[src/rtl/bus_dest_router_if.sv]
// Bus-side and destination-side handshake bundle for the destination router.
// master = bus source plus both destination sinks; slave = the router itself.
interface bus_dest_router_if #(
    parameter int N = 8
);
    logic [N-1:0] bus_data;
    logic         bus_valid;
    logic         bus_dest;
    logic         bus_parity;
    logic         bus_ready;
    logic [N-1:0] data_out_1;
    logic         valid_1;
    logic         ready_1;
    logic [N-1:0] data_out_2;
    logic         valid_2;
    logic         ready_2;

    modport master (
        output bus_data, bus_valid, bus_dest, bus_parity,
        input  bus_ready,
        input  data_out_1, valid_1, data_out_2, valid_2,
        output ready_1, ready_2
    );

    modport slave (
        input  bus_data, bus_valid, bus_dest, bus_parity,
        output bus_ready,
        output data_out_1, valid_1, data_out_2, valid_2,
        input  ready_1, ready_2
    );
endinterface

[src/rtl/bus_dest_router.sv]
// Steers bus words into one of two FIFOs by bus_dest; 1-cycle accept-to-valid, bus_ready low
// while the addressed FIFO is full. BUS_PARITY_EN: drop and count words failing even parity.

// Generic FIFO: occupancy-tracked circular buffer, head output zeroed when empty.
module bus_dest_router_fifo #(
    parameter int N     = 8,
    parameter int DEPTH = 4
) (
    input  logic                         clk,
    input  logic                         rst,
    input  logic                         push,
    input  logic [N-1:0]                 push_dat,
    input  logic                         pop,
    output logic [N-1:0]                 head_dat,
    output logic                         vld,
    output logic                         full,
    output logic [$clog2(DEPTH+1)-1:0]   occ
);
    localparam int PW = $clog2(DEPTH);
    localparam int OW = $clog2(DEPTH+1);

    logic [N-1:0]  mem_q [DEPTH];
    logic [N-1:0]  mem_d [DEPTH];
    logic [PW-1:0] wr_ptr_q, wr_ptr_d;
    logic [PW-1:0] rd_ptr_q, rd_ptr_d;
    logic [OW-1:0] occ_q, occ_d;
    logic          push_en, pop_en;

    assign full     = (occ_q == OW'(DEPTH));
    assign vld      = (occ_q != '0);
    assign occ      = occ_q;
    assign head_dat = vld ? mem_q[rd_ptr_q] : '0;
    assign push_en  = push && !full;
    assign pop_en   = pop && vld;

    always_comb begin
        mem_d    = mem_q;
        wr_ptr_d = wr_ptr_q;
        rd_ptr_d = rd_ptr_q;
        occ_d    = occ_q;
        if (push_en) begin
            mem_d[wr_ptr_q] = push_dat;
            wr_ptr_d        = wr_ptr_q + PW'(1);
        end
        if (pop_en) begin
            rd_ptr_d = rd_ptr_q + PW'(1);
        end
        case ({push_en, pop_en})
            2'b10:   occ_d = occ_q + OW'(1);
            2'b01:   occ_d = occ_q - OW'(1);
            default: occ_d = occ_q;
        endcase
    end

    always_ff @(posedge clk) begin
        if (rst) begin
            wr_ptr_q <= '0;
            rd_ptr_q <= '0;
            occ_q    <= '0;
        end else begin
            wr_ptr_q <= wr_ptr_d;
            rd_ptr_q <= rd_ptr_d;
            occ_q    <= occ_d;
        end
    end

    // Storage is never read while empty, so it needs no reset.
    always_ff @(posedge clk) begin
        mem_q <= mem_d;
    end
endmodule

module bus_dest_router #(
    parameter int N     = 8,
    parameter int DEPTH = 4,
    parameter int ERR_W = 8
) (
    input  logic                         clk,
    input  logic                         rst,
    bus_dest_router_if.slave             bus,
    output logic [$clog2(DEPTH+1)-1:0]   occ_1,
    output logic [$clog2(DEPTH+1)-1:0]   occ_2,
    output logic [ERR_W-1:0]             err_count
);
    logic             full_1, full_2;
    logic             accept, par_bad, wr_en;
    logic             push_1, push_2;
    logic [ERR_W-1:0] err_count_q, err_count_d;

    // Readiness looks only at the addressed FIFO; a same-cycle pop does not free a slot.
    assign bus.bus_ready = !rst && !(bus.bus_dest ? full_2 : full_1);
    assign accept        = bus.bus_valid && bus.bus_ready;
    assign par_bad       = ^{bus.bus_data, bus.bus_parity};

`ifdef BUS_PARITY_EN
    assign wr_en = accept && !par_bad;

    always_comb begin
        err_count_d = err_count_q;
        if (accept && par_bad && (err_count_q != '1)) begin
            err_count_d = err_count_q + ERR_W'(1);
        end
    end
`else
    logic unused_par_bad;
    assign unused_par_bad = par_bad;
    assign wr_en          = accept;

    always_comb begin
        err_count_d = '0;
    end
`endif

    assign push_1    = wr_en && !bus.bus_dest;
    assign push_2    = wr_en &&  bus.bus_dest;
    assign err_count = err_count_q;

    always_ff @(posedge clk) begin
        if (rst) begin
            err_count_q <= '0;
        end else begin
            err_count_q <= err_count_d;
        end
    end

    bus_dest_router_fifo #(.N(N), .DEPTH(DEPTH)) u_fifo_1 (
        .clk      (clk),
        .rst      (rst),
        .push     (push_1),
        .push_dat (bus.bus_data),
        .pop      (bus.ready_1),
        .head_dat (bus.data_out_1),
        .vld      (bus.valid_1),
        .full     (full_1),
        .occ      (occ_1)
    );

    bus_dest_router_fifo #(.N(N), .DEPTH(DEPTH)) u_fifo_2 (
        .clk      (clk),
        .rst      (rst),
        .push     (push_2),
        .push_dat (bus.bus_data),
        .pop      (bus.ready_2),
        .head_dat (bus.data_out_2),
        .vld      (bus.valid_2),
        .full     (full_2),
        .occ      (occ_2)
    );
endmodule

[src/flat_wrapper.sv]
// flat-port wrapper written by rule: the top's interface ports become plain ports
module bus_dest_router_flat 
#(
    parameter int N     = 8,
    parameter int DEPTH = 4,
    parameter int ERR_W = 8
)
  (clk, rst, occ_1, occ_2, err_count, bus_bus_data, bus_bus_valid, bus_bus_dest, bus_bus_parity, bus_bus_ready, bus_data_out_1, bus_valid_1, bus_data_out_2, bus_valid_2, bus_ready_1, bus_ready_2);
  bus_dest_router_if #(.N(N)) bus_i ();
  input  logic clk;
  input  logic rst;
  output logic [$clog2(DEPTH+1)-1:0] occ_1;
  output logic [$clog2(DEPTH+1)-1:0] occ_2;
  output logic [ERR_W-1:0] err_count;
  input wire logic [$bits(bus_i.bus_data)-1:0] bus_bus_data;
  input wire logic [$bits(bus_i.bus_valid)-1:0] bus_bus_valid;
  input wire logic [$bits(bus_i.bus_dest)-1:0] bus_bus_dest;
  input wire logic [$bits(bus_i.bus_parity)-1:0] bus_bus_parity;
  output wire logic [$bits(bus_i.bus_ready)-1:0] bus_bus_ready;
  output wire logic [$bits(bus_i.data_out_1)-1:0] bus_data_out_1;
  output wire logic [$bits(bus_i.valid_1)-1:0] bus_valid_1;
  output wire logic [$bits(bus_i.data_out_2)-1:0] bus_data_out_2;
  output wire logic [$bits(bus_i.valid_2)-1:0] bus_valid_2;
  input wire logic [$bits(bus_i.ready_1)-1:0] bus_ready_1;
  input wire logic [$bits(bus_i.ready_2)-1:0] bus_ready_2;
  assign bus_i.bus_data = bus_bus_data;
  assign bus_i.bus_valid = bus_bus_valid;
  assign bus_i.bus_dest = bus_bus_dest;
  assign bus_i.bus_parity = bus_bus_parity;
  assign bus_bus_ready = bus_i.bus_ready;
  assign bus_data_out_1 = bus_i.data_out_1;
  assign bus_valid_1 = bus_i.valid_1;
  assign bus_data_out_2 = bus_i.data_out_2;
  assign bus_valid_2 = bus_i.valid_2;
  assign bus_i.ready_1 = bus_ready_1;
  assign bus_i.ready_2 = bus_ready_2;
  bus_dest_router #(.N(N), .DEPTH(DEPTH), .ERR_W(ERR_W)) u_core (.clk(clk), .rst(rst), .bus(bus_i), .occ_1(occ_1), .occ_2(occ_2), .err_count(err_count));
endmodule
[config.mk]
export PLATFORM = sky130hd
export DESIGN_NAME = bus_dest_router_flat
export DESIGN_NICKNAME = d
export VERILOG_FILES = /design/src/rtl/bus_dest_router_if.sv /design/src/rtl/bus_dest_router.sv /design/src/flat_wrapper.sv
export SDC_FILE = /design/constraint.sdc
export NUM_CORES = 1
export LEC_CHECK = 0
export CORE_ASPECT_RATIO = 1.4
export CORE_MARGIN = 2
export CORE_UTILIZATION = 59
export CTS_CLUSTER_SIZE = 28
export DETAILED_ROUTE_END_ITERATION = 8
export PLACE_DENSITY = 0.94
export SYNTH_ARGS = -nofsm -noshare
export SYNTH_HDL_FRONTEND = slang
export SYNTH_HIERARCHICAL = 1
export SYNTH_SLANG_ARGS = --single-unit
export TNS_END_PERCENT = 30
[constraint.sdc]
create_clock -name clk -period 5.7 [get_ports clk]
set_input_delay 1.14 -clock clk [delete_from_list [all_inputs] [get_ports clk]]
set_output_delay 1.14 -clock clk [all_outputs]
set_load 0.01 [all_outputs]
Run 1, logic cells by family:
The bar under the picture is 20 um long.
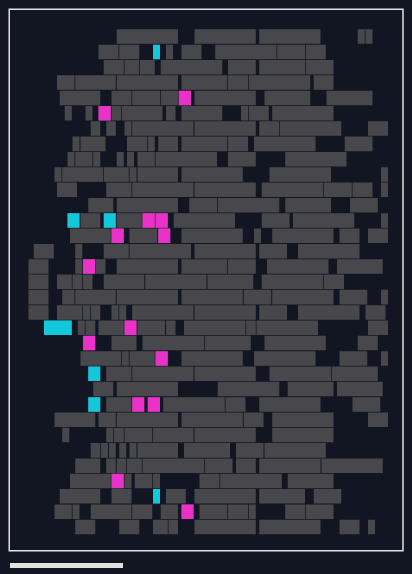
Key: magenta = AND and OR gates [cells 14, most used and2_1]; cyan = NAND gates [cells 7, most used nand2b_1]
fin cells: 337
fraction of area in multi-input gates: 28.8%
Top cell excl fill/tap: edfxtp_1

Run 1, cell placement:
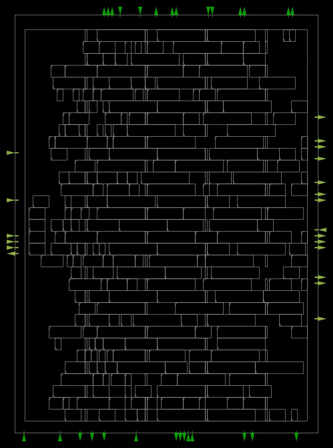
Core Rows: 33
fillers: 361
num tapcells: 70

==> changes_impl.md, run 1 <==
### Physical design

* All-layer global routing usage at 18.7%
* Hold Slack at 0.523 ns
* Post-Synth XOR/XNOR Area at 1.48%
* Initial drt markers at 107
* Net Sw Power at 0.510 mW
* R2r startpoint: u_core/u_fifo_2/occ[2]
* Worst Setup EP: bus_bus_ready
* Resized Gates After CTS at 0
* Pwr dens at 410 nW/um^2
* GRT Max-Usage Layer: met2
* Worst min-delay path endpoint: u_core/u_fifo_2/wr_ptr_q[1]
* Crit-path max FO at 18
* Clk_buf instances at 10
* Total grt overflow at 0
* Hold buffers post-CTS at 0
* Synthesis Warnings at 6
* Status: completed
* Fmax at 0.254 GHz
* Antenna diodes at 0
* Number of port buffers at 38
* Slew at the pin closest to its max-slew limit at 0.659 ns
* Slew headroom at 56.0%
* Worst Skew at 0.00595 ns
* Fin crit period at 3.94 ns
* Registers, synthesis at 78
* EDFF count, synth at 64
* Metal1 wirelength at 2240 um
* Post-Synth AOI/OAI Area at 2.82%
* Most frequent CP cell: clkdlybuf4s50_1
* Crit path from: rst
* Post-Route Utilization at 70.8%
* Number of logic gates at 115
* And+or+nand+nor area frac at 13.0%
* Met3 WL at 234 um
* Worst hold-check path type: reg -> reg
* Share of layout cells above drive strength 1 at 20.6%
* Die Span Y at 95.8 um
* Worst EP arrival at 2.80 ns
* Non-CTS buffers at 40
* Mapped Cells at 220
* MI comb area at 1190 um^2
* Crit path max-delay family: buffers and inverters
* Max layer used: met4
* Postcts setup bufs at 0
* Top pwr grp: registers
Run 1, I/O nets highlighted:
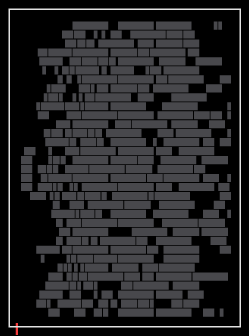
Key: red = `bus_bus_parity` [bits 1, direction input, end cells 0]

-- run 1: synth_stat cells, types with 6 or more instances --
library cell	n
edfxtp_1	64
inv_1	18
mux4_2	16
nor2b_4	16
dfxtp_1	14
ha_1	10
nor2_1	10
a21oi_1	8
and2_1	8
buf_4	8
or3_1	6
xor2_1	6
-- run 1: registers in the layout, summed over array words and instances (netlist names) --
signal / count
u_core/u_fifo_1/mem_q: 32
u_core/u_fifo_1/occ: 3
u_core/u_fifo_1/rd_ptr_q: 2
u_core/u_fifo_1/wr_ptr_q: 2
u_core/u_fifo_2/mem_q: 32
u_core/u_fifo_2/occ: 3
u_core/u_fifo_2/rd_ptr_q: 2
u_core/u_fifo_2/wr_ptr_q: 2
## Run 2: what changed since run 1
--- a/config.mk
+++ b/config.mk
@@ -7,10 +7,10 @@
 export LEC_CHECK = 0
 export CORE_ASPECT_RATIO = 1.4
 export CORE_MARGIN = 2
-export CORE_UTILIZATION = 59
+export CORE_UTILIZATION = 49
 export CTS_CLUSTER_SIZE = 28
 export DETAILED_ROUTE_END_ITERATION = 8
-export PLACE_DENSITY = 0.94
+export PLACE_DENSITY = 0.84
 export SYNTH_ARGS = -nofsm -noshare
 export SYNTH_HDL_FRONTEND = slang
 export SYNTH_HIERARCHICAL = 1
==> constraint.sdc (replaced) <==
create_clock -name clk -period 3.6 [get_ports clk]
set_input_delay 0.72 -clock clk [delete_from_list [all_inputs] [get_ports clk]]
set_output_delay 0.72 -clock clk [all_outputs]
set_load 0.01 [all_outputs]
Run 2, logic cells by family:
The bar under the picture is 20 um long.
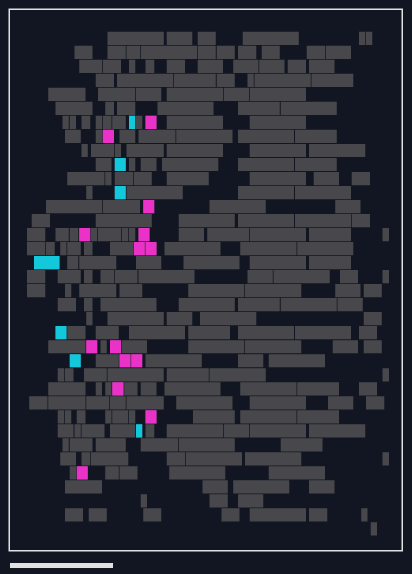
Key: magenta = AND and OR gates [cells 14, most used and2_1]; cyan = NAND gates [cells 7, most used nand2b_1]

Run 2, metal 3:
The bar under the picture is 20 um long.
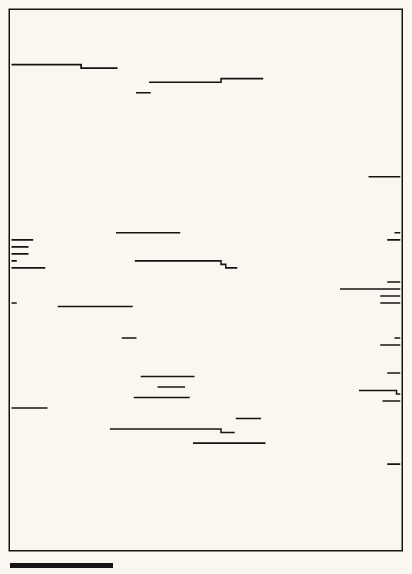
The layer holds 4.0% of the routed length. The layer carries 239 um of wire.

==> changes_impl.md, run 2 <==
### Physical design

* Status: completed
* Non-CTS buffers at 41 (+2.5%)
* EDFF count, synth at 64 (unchanged)
* Post-Route Utilization at 60.5% (-10 points)
* Hold Slack at 0.520 ns (-0.00273 ns)
* Number of port buffers at 38 (unchanged)
* Share of layout cells above drive strength 1 at 21.3% (+0.67 points)
* Postcts setup bufs at 0 (unchanged)
* R2r startpoint: u_core/u_fifo_2/occ[2]
* Fmax at 0.330 GHz
* Total grt overflow at 0 (unchanged)
* Commonest cells post-synth: edfxtp_1 (64), inv_1 (18), mux4_2 (16), nor2b_4 (16), dfxtp_1 (14)
* Number of logic gates at 115 (unchanged)
* Resized Gates After CTS at 0 (unchanged)
* Met3 WL at 238 um (+1.7%)
* Crit path max-delay family: flip-flops
* All-layer global routing usage at 15.8% (-2.9 points)
* MI comb area at 1190 um^2 (+0.53%)
* Yosys top cell by instances: edfxtp_1
* Worst EP arrival at 2.31 ns (-0.49 ns)
* Pwr dens at 674 nW/um^2 (+65%)
* And+or+nand+nor area frac at 13.0% (unchanged)
* Clk_buf instances at 10 (unchanged)
* Antenna diodes at 0 (unchanged)
* Hold buffers post-CTS at 0 (unchanged)
* Num tapcells at 95 (+36%)
* Fraction of area in multi-input gates at 28.3% (-0.55 points)
* Synthesis Warnings at 6 (unchanged)
* Fillers at 526 (+46%)
* Fin cells at 363 (+7.7%)
## run 2: power by group
group	internal, mW	leakage [nW]	switching [mW]	total (mW)
clock	0.459	0.114	0.308	0.767
sequential	1.02	0.692	0.105	1.13
combinational	0.537	0.636	0.419	0.956
## run 2: worst max-delay path by stage
| stage | start | end |
|---|---|---|
| finish | u_core/u_fifo_1/rd_ptr_q[0] | bus_data_out_1[3] |
| global route | u_core/u_fifo_1/rd_ptr_q[0] | bus_data_out_1[3] |
| CTS | u_core/u_fifo_1/rd_ptr_q[0] | bus_data_out_1[3] |
| detailed placement | rst | u_core/u_fifo_2/occ[2] |
| global placement | bus_bus_valid | u_core/u_fifo_2/occ[2] |
| floorplan | rst | u_core/u_fifo_2/occ[2] |
## Run 3: what changed since run 2
--- a/config.mk
+++ b/config.mk
@@ -7,10 +7,10 @@
 export LEC_CHECK = 0
 export CORE_ASPECT_RATIO = 1.4
 export CORE_MARGIN = 2
-export CORE_UTILIZATION = 49
+export CORE_UTILIZATION = 55
 export CTS_CLUSTER_SIZE = 28
 export DETAILED_ROUTE_END_ITERATION = 8
-export PLACE_DENSITY = 0.84
+export PLACE_DENSITY = 0.89
 export SYNTH_ARGS = -nofsm -noshare
 export SYNTH_HDL_FRONTEND = slang
 export SYNTH_HIERARCHICAL = 1
==> constraint.sdc (replaced) <==
create_clock -name clk -period 3.07 [get_ports clk]
set_input_delay 0.614 -clock clk [delete_from_list [all_inputs] [get_ports clk]]
set_output_delay 0.614 -clock clk [all_outputs]
set_load 0.01 [all_outputs]
Run 3, metal 3:
The bar under the picture is 20 um long.
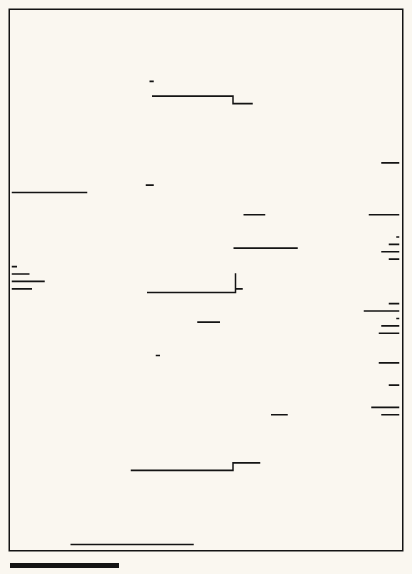
The layer holds 3.1% of the routed length. The layer carries 179 um of wire.

Run 3, logic cells by family:
The bar under the picture is 20 um long.
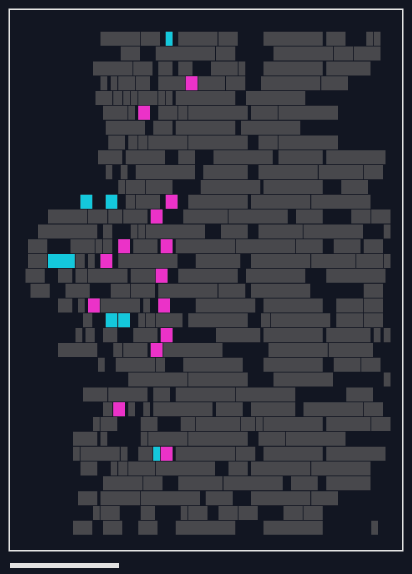
Key: magenta = AND and OR gates [cells 14, most used and2_1]; cyan = NAND gates [cells 7, most used nand2b_1]
fraction of area in multi-input gates: 28.5%
fin cells: 345

==> changes_impl.md, run 3 <==
### Physical design

* Status: completed
* Top pwr grp: registers
* Sw frac at 30.2% (+0.95 points)
* P_int at 2.21 mW (+9.5%)
* Combinational power share at 36.9% (+3.3 points)
* Hold Slack at 0.515 ns (-0.00531 ns)
* Post-Route Utilization at 66.7% (+6.2 points)
* Antenna diodes at 0 (unchanged)
* Total grt overflow at 0 (unchanged)
* Flop pwr share at 40.7% (+1.2 points)
* Synthesis Warnings at 6 (unchanged)
* Clk pwr share at 22.4% (-4.5 points)
* And+or+nand+nor area frac at 13.0% (unchanged)
* Fillers at 431 (-18%)
* All-layer global routing usage at 18.3% (+2.5 points)
* R2r startpoint: u_core/u_fifo_2/occ[2]
* Share of layout cells above drive strength 1 at 22.3% (+1.1 points)
* Seq group at 1.29 mW (+10%)
* Resized Gates After CTS at 0 (unchanged)
* Worst EP arrival at 2.24 ns (-0.07 ns)
* EDFF count, synth at 64 (unchanged)
* Hold buffers post-CTS at 0 (unchanged)
* Worst Setup EP: bus_data_out_1[0]
* Clk pwr at 0.708 mW (-7.7%)
run 3: cell counts after synthesis:
No cell type changed its count.
run 3: final cells by class:
cell class | instances | area, um^2 | share of cell area [%]
Sequential cell | 78 | 2200 | 52.8
Multi-Input combinational cell | 115 | 1190 | 28.5
Timing Repair Buffer | 46 | 440 | 10.6
Inverter | 18 | 67.6 | 1.62
Tap cell | 72 | 90.1 | 2.16
Clock inverter | 6 | 52.6 | 1.26
Clock buffer | 10 | 128 | 3.06
run 3: worst max-delay path, cell delays in order, from the launching register on:
cell,delay (ns)
dfxtp_1,0.69
mux4_2,0.60
nor2b_4,0.14
clkdlybuf4s50_1,0.47
run 3: layer usage:
layer	routed length, um	part of all wire, %
met5	0	0
met2	3160	54
met1	2360	41
met4	102	1.8
met3	179	3.1

==> notes/layouts.md <==
Pictures saved along the way, in no particular order.

Cell density map.
panel A
The die is cut into 7 by 10 equal tiles; black is low, pale yellow is high, 0 to 100% covered.
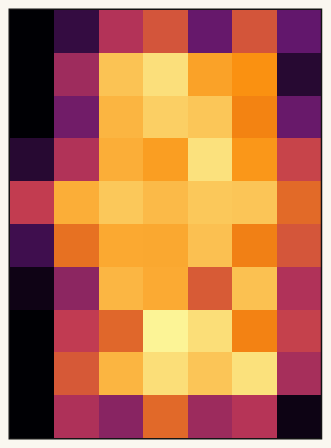
panel B
The die is cut into 7 by 10 equal tiles; black is low, pale yellow is high, 0 to 100% covered.
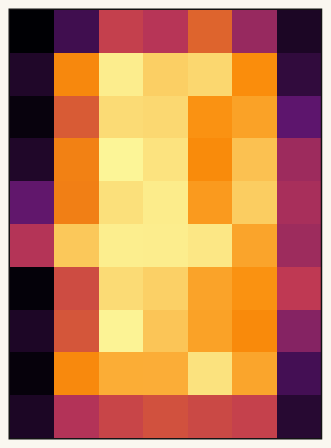
panel C
The die is cut into 8 by 10 equal tiles; black is low, pale yellow is high, 0 to 100% covered.
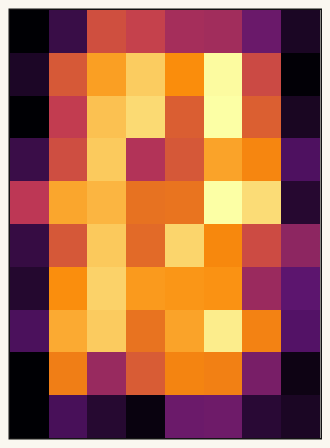
run 2: panel C
run 3: panel A
run 1: panel B

Key to panel C:
The fullest tile reaches 100%. 30% of the tiles are over 75% full. The mean over all tiles is 52%.

No activity file was given, so power comes from the tool's default toggle rates.
